run_1/final_clocks.png
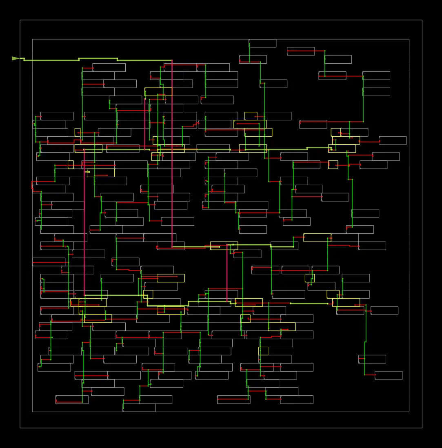
run_1/drive_strength.png
Scale bar: 50 um.
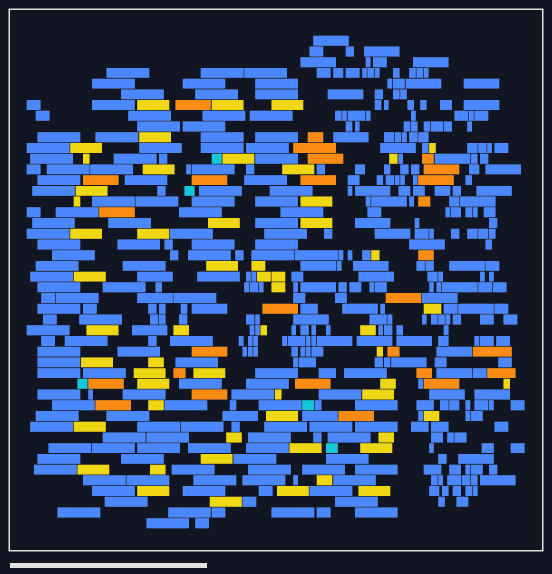
run_1/clock_map.png
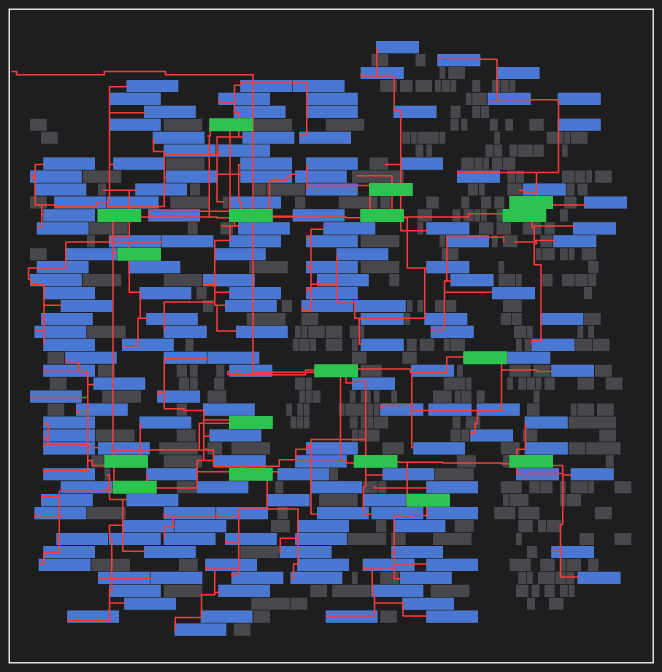
run_1/pins.png
Pins as bars across the die edge, other pins in gray.
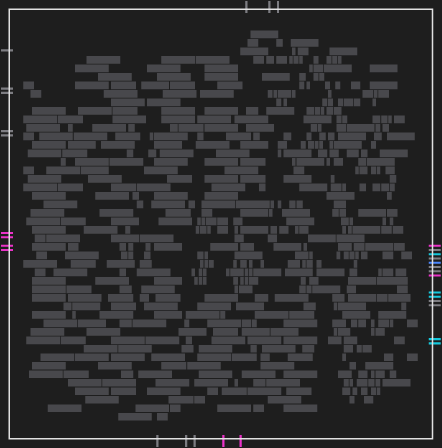
==> config.mk <==
export PLATFORM = sky130hd
export DESIGN_NAME = uart_tx_fifo_flat
export DESIGN_NICKNAME = d
export VERILOG_FILES = /design/src/rtl/uart_tx_fifo_if.sv /design/src/rtl/uart_tx_fifo.sv /design/src/flat_wrapper.sv
export SDC_FILE = /design/constraint.sdc
export NUM_CORES = 1
export LEC_CHECK = 0
export CELL_PAD_IN_SITES_DETAIL_PLACEMENT = 0
export CELL_PAD_IN_SITES_GLOBAL_PLACEMENT = 2
export CORE_AREA = 4 4 131 133
export CTS_BUF_LIST = sky130_fd_sc_hd__clkbuf_16
export CTS_CLUSTER_SIZE = 30
export DETAILED_ROUTE_END_ITERATION = 7
export DIE_AREA = 0 0 135 137
export GPL_TIMING_DRIVEN = 0
export PLACE_DENSITY = 0.75
export SLEW_MARGIN = 20
export SYNTH_ARGS = -nofsm -noshare
export SYNTH_HDL_FRONTEND = slang
export SYNTH_SLANG_ARGS = --single-unit
export TNS_END_PERCENT = 5
==> constraint.sdc <==
create_clock -name tck -period 4.95 [get_ports tck]
set_input_delay 0.99 -clock tck [delete_from_list [all_inputs] [get_ports tck]]
set_output_delay 0.99 -clock tck [all_outputs]
set_load 0.05 [all_outputs]
==> job_summary.md <==
## PnR job results

| Metric | Value |
|---|---|
| Main logic family | multiplexers |
| Most used logic cell in the final layout | edfxtp_1 |
| FA/HA/MAJ Cells, Area Fraction | 0.0175 |
| GR Util met3 | 0.0478 |
| Status | finished clean |
| Worst Path Arrival | 2570 ps |
| Leakage power | 2.90 nW |
| Setup Fix Bufs, Post-CTS | 0 |
| Placed cell area | a little under 8000 um2 |
| Worst slew pin tran | 991 ps |
| Pwr dens | ~590 nW/um2 |
| Setup TNS | 0 ps |
| Total Power | 4.94 mW |
| F_max | between 200 and 300 MHz |
| Mapped cell area | 7140 um2 |
| # nets final | 511 |
| Synth Area in Simple Gates | 0.0691 |
| Detailed-route DRC error count | 0 |
| DRT met1 WL | 6410 um |
| Cts hold-fix bufs | 0 |
| Largest net degree at the start of global routing | 27 |
| Share of layout cells above drive strength 1 | 0.175 |
| Synthesis Warnings | 0 |
| CTS tree | built |
| Worst vdd ir | approximately 300 uV |
| I/O pins | 31 |
| Final Cycle Share | 0.719 |
| CTS resizes | 0 |
| Core Region | 15800 um2 |
| Relative slew slack | 0.337 |
| Syn Inst Count | 438 |
| Gpl congestion | 0.762 |
| Post-synth seq share | 0.696 |
| Num CTS Buffers | 17 |
| Initial DRC Count | 297 |
| Cell count of the worst reg-to-reg path | 12 |
| Met2 wire length | 7260 um |
| Hold Vio Cnt, Final | 0 |
| Final setup viols | 0 |
| Xor/xnor share of the synthesized area | 0.0147 |
| Grt met1 use | 0.224 |
| Comb. cell area | 2050 um2 |
| Chip Area, Yosys | 7140 um2 |
| MUX share of area | 0.127 |
| Ys async rst share | 0.260 |
| Final non-filler cell total | 718 |
| Synth flops | ~170 |
| Final ANT Viol Nets | 0 |
| Max reg flops | 128 |
| GR peak layer | met2 |
| Pre-Place Util | 0.451 |
| Antenna violations before repair | 0 |
| Storage element area | 4970 um2 |
| Required time of the critical path | 3960 ps |
| Post-synth EDFFs | around 130 |
| Aoi share | 0.0566 |
| Cell variety after synth | 49 |
| Worst setup SP type | flip-flop |
| DP Cell Count | 686 |
| Met2 usage in global routing | 0.282 |
| Inserted Diodes | 0 |
| CP Capture Type | primary output |
| Reg2Reg Setup Slack | 1420 ps |
| Dominant synthesized flop cell | edfxtp_1 |
| Syn Area/Cell | 16.3 um2 |
| WL final | 14500 um |
| Top Metal Used | met4 |
| Fin crit period | 3560 ps |
| Vias in the first global route | 3997 |
| Total track usage | 0.171 |
| Unrepaired setup endpoints after global routing | false |
| Hold WC Path Type | in -> async |
-- final_clocks.png (at the start) --
CTS Sinks: 173
clock network power: 1.28 mW
Latency at later pin: 430 ps
flop count: 173

-- drive_strength.png (at the start) --
legend:
  drive 6 and up:
    color: orange
    cells: 27
    share: 5.4%
  drive 1 or less:
    color: blue
    cells: 414
    share: 82%
  drive 3 to 4:
    color: cyan
    cells: 5
    share: 1.0%
  drive 2:
    color: yellow
    cells: 56
    share: 11%
P&R area growth vs syn: 16.8%
setup ws final: 1390 ps
design area: 8330 um2

-- clock_map.png (at the start) --
legend:
  clock wires:
    color: red
    length: 2060 um
  cells driving clock nets:
    color: green
    count: 17
  flip-flops:
    color: blue
    count: 173
flops lie: all over the die
routed clock nets: 18
clock skew: 16.5 ps
Clock Power Share: 0.259

-- pins.png (at the start) --
legend:
  bus_count:
    color: cyan
    pins: 5
    direction: output
    edge: right
  bus_full:
    color: blue
    pins: 1
    direction: output
    edge: right
  bus_TxData:
    color: magenta
    pins: 8
    direction: output
    edge: 4 left, 2 right, 2 bottom
Die H: 137 um
Port-buffer cells: 30
chip width: 135 um

-- run 1: cell type report --
type	instances	share of cell area
sequential	173	0.596
multi-input combinational	233	0.246
clock buffer	17	0.0511
timing repair buffer	32	0.0411
tap	216	0.0324
clock inverter	15	0.0165
buffer	24	0.0128
inverter	8	0.00360
-- run 1: where the power goes --
part	internal, mW	switching [mW]
logic	0.711	1.04
clock network	0.702	0.579
registers	1.79	0.119
-- run 1: metrics by stage --
stage	setup WS, ps	hold slack (ps)
after floorplan	1800	446
after global placement	1040	443
after detailed placement	1050	451
after CTS	1360	367
after global routing	1130	363
final	1390	381
-- run 1: synth_stat cells, types with 2 or more instances --
library cell,count,share of area
a21oi_1,21,0.015
a311oi_1,2,0.0025
and2_1,2,0.0018
and3_1,4,0.0035
and4_1,2,0.0025
buf_1,4,0.0021
buf_2,3,0.0021
clkbuf_1,14,0.0074
dfrtp_1,45,0.16
edfxtp_1,128,0.54
ha_1,10,0.018
inv_1,8,0.0042
mux2_2,10,0.016
mux2i_1,7,0.0098
mux4_2,32,0.10
nand2_1,25,0.013
nand2b_1,5,0.0044
nand3_1,7,0.0049
nand4_1,3,0.0026
nor2_1,23,0.012
nor2b_1,3,0.0026
nor3_1,6,0.0042
nor4_1,7,0.0061
o21ai_0,10,0.0070
o22ai_1,16,0.014
o31ai_1,4,0.0042
or2_2,2,0.0018
or4_1,4,0.0042
xnor2_1,8,0.0098
xor2_1,4,0.0049
-- run 1: worst max-delay path, cell delays in order (launching register included) --
cell and delay [ps]:
dfrtp_1 370, clkbuf_1 190, or4_1 630, nor2_1 150
clkdlybuf4s50_1 820
Power is estimated from default activity; no workload was simulated.
